Design muldiv_seq, sky130hd; sources not shown.
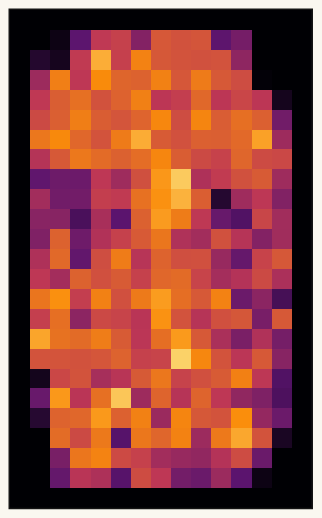
Figure 1: placement density heat map.
Drawn at 2 px/um. The die is cut into 15 by 25 equal tiles; black is low, pale yellow is high, 0 to 100% covered.
tiles over 75% full	5.1%
mean over tiles	41%
densest ninth of the die	center
nearly empty tiles	24%
fullest tile	90%
Final Util: 53.4%
core area: 29,500 um^2

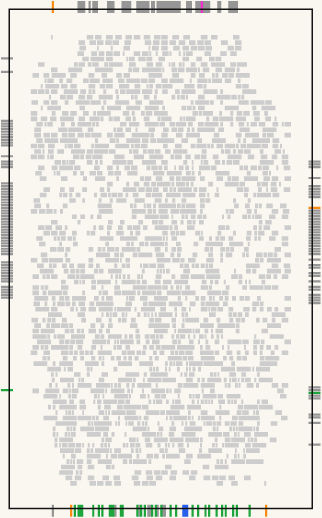
Figure 2: pin map.
Drawn at 2 px/um. Pins as bars across the die edge, other pins in gray.
color	port	pins	direction	edge
blue	req_op_i	3	input	bottom
magenta	flush_i	1	input	top
green	alu_opr_a_o	32	output	30 bottom, 1 left, 1 right
orange	alu_funct_o	4	output	2 bottom, 1 right, 1 top
Die W: 151 um
port bufs: 203
Die Ht: 249 um

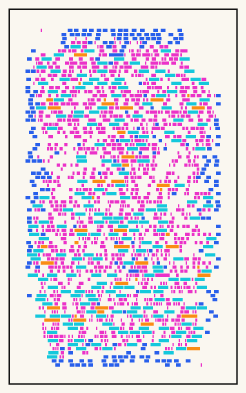
Figure 3: cells colored by class.
Drawn at 1.5 px/um.
color	class	cells
orange	clock drivers and dummy loads	40
cyan	sequential cells	207
magenta	combinational and other logic	1,166
blue	remaining buffers and delay cells	237
Std-Cell Rows: 83
fraction of area in registers: 26.4%

==> reports/qor.txt <==
Status: finished, final reports clean
Worst skew pair latency: 0.54 ns
Vias: 13,700
WL/cell: 28.5 um
Yosys Warn Count: 0
First-pass GRT wire length: 85,900 um
DRT antenna net count: 0
CP arrival: 3.66 ns
DR pass1 iterations: 6
Ant. Diodes: 0
Relative slew slack: 32.2%
Yosys reg bits: 207
CTS resizes: 0
Unique cell types: 59
RSZ-0062 raised after global routing: false
CTS Buf Count: 22
Ys async rst share: 0%
Routed wire length: 57,900 um
Worst hold path depth: 2
Vias per cell: 6.77
Post-synth top flop: dfxtp_1
Post-synth EDFFs: 0
Synth Seq Share: 32.2%
Crit end category: primary output
DR DRC count: 0
IO Pins: 206
P per Cell Area: 271 nW/um^2
Area share, top type: 32.2%
Worst setup SP type: flip-flop
Fmax: 224 MHz
Share of cells above drive strength 1: 7.64%
Post-CTS Repair Setup Buffers: 0
Post-DP HPWL: 40,000 um
Top cells by area: dfxtp_1 (32%), mux2i_1 (9.9%), a22oi_1 (3.8%)
Setup CP Type: reg -> out
Largest net degree at the start of global routing: 139
Minimum clock period: 4.46 ns
Area Growth Syn to Fin: 22.3%
Netlist Area Pre-Place: 12,900 um^2
Cell with the most instances after synthesis: dfxtp_1
CTS Hold Bufs: 0
Post-layout period usage: 89.3%
Global route overflow: 0
-- final cells by class --
class                   count  area share, %
clock buffers              29           3.92
repair buffers            237           14.7
clock inverters            11          0.946
inverters                   4         0.0954
multi-input cells        1162           50.9
well taps                 382           3.04
flip-flops and latches    207           26.4
-- cells by family after synthesis --
| family | count (synthesis) | share of synthesized area [%] |
|---|---|---|
| AND/OR/NAND/NOR | 440 | 16.7 |
| adder cells (fa/ha/maj) | 2 | 0.194 |
| multiplexers | 130 | 10.1 |
| AND-OR/OR-AND | 583 | 34.3 |
| other | 1 | 0.0291 |
| XOR/XNOR | 5 | 0.340 |
| flip-flops | 207 | 32.2 |
| buffers and inverters | 179 | 6.14 |
-- layout by cell type (no fill, tap or decap), types with 4 or more instances in the layout --
| cell type | n |
|---|---|
| o2111a_1 | 22 |
| clkdlybuf4s50_1 | 202 |
| o21ai_0 | 82 |
| nor2b_1 | 4 |
| nand2b_1 | 36 |
| a22o_1 | 34 |
| a21o_1 | 4 |
| clkinv_2 | 5 |
| mux2i_1 | 127 |
| a21oi_1 | 78 |
| nor4_1 | 8 |
| a211o_1 | 31 |
| nand2_1 | 116 |
| o21bai_1 | 22 |
| o22ai_1 | 62 |
| buf_4 | 32 |
| nor2_1 | 81 |
| dfxtp_1 | 203 |
| nor3_1 | 89 |
| and3_1 | 10 |
| a221oi_2 | 30 |
| nand3_1 | 35 |
| o21a_1 | 24 |
| o2bb2ai_1 | 31 |
| clkbuf_16 | 22 |
| a211oi_1 | 11 |
| o211ai_1 | 34 |
| o311a_1 | 9 |
| clkbuf_8 | 4 |
| or3_1 | 40 |
| a22oi_1 | 64 |
| a2bb2oi_1 | 32 |
-- power by group --
part           total, W  switching (W)  internal [W]
Combinational  0.000678       0.000394      0.000284
Sequential      0.00179      0.0000979       0.00169
Clock           0.00180       0.000770       0.00103
-- through the flow --
step / power, W / std cells / instance area (um^2) / utilization [%]
5_1_grt: 0.00437 / 2032 / 15700 / 53.4
4_1_cts: 0.00426 / 2031 / 15700 / 53.3
2_1_floorplan: 0.00218 / 1548 / 12900 / -
3_5_place_dp: 0.00249 / 1991 / 15000 / 50.7
6_report: 0.00427 / 2032 / 15700 / 53.4
3_3_place_gp: 0.00248 / 1991 / 15000 / 50.7
-- per-layer routing --
layer,track usage [%],wire length [um],up-vias
met1,31.6,20200,6688
li1,-,-,6084
met4,21.8,4900,0
met3,3.09,3610,220
met5,-,0,-
met2,51.0,29200,755
-- critical path, stage by stage (launching register included) --
cell and delay, ns:
dfxtp_4 0.70, nor2b_4 0.79, a21o_1 0.66, a22oi_1 0.13
o21ai_0 0.22, clkdlybuf4s50_1 0.63
No activity file was given, so power comes from the tool's default toggle rates.
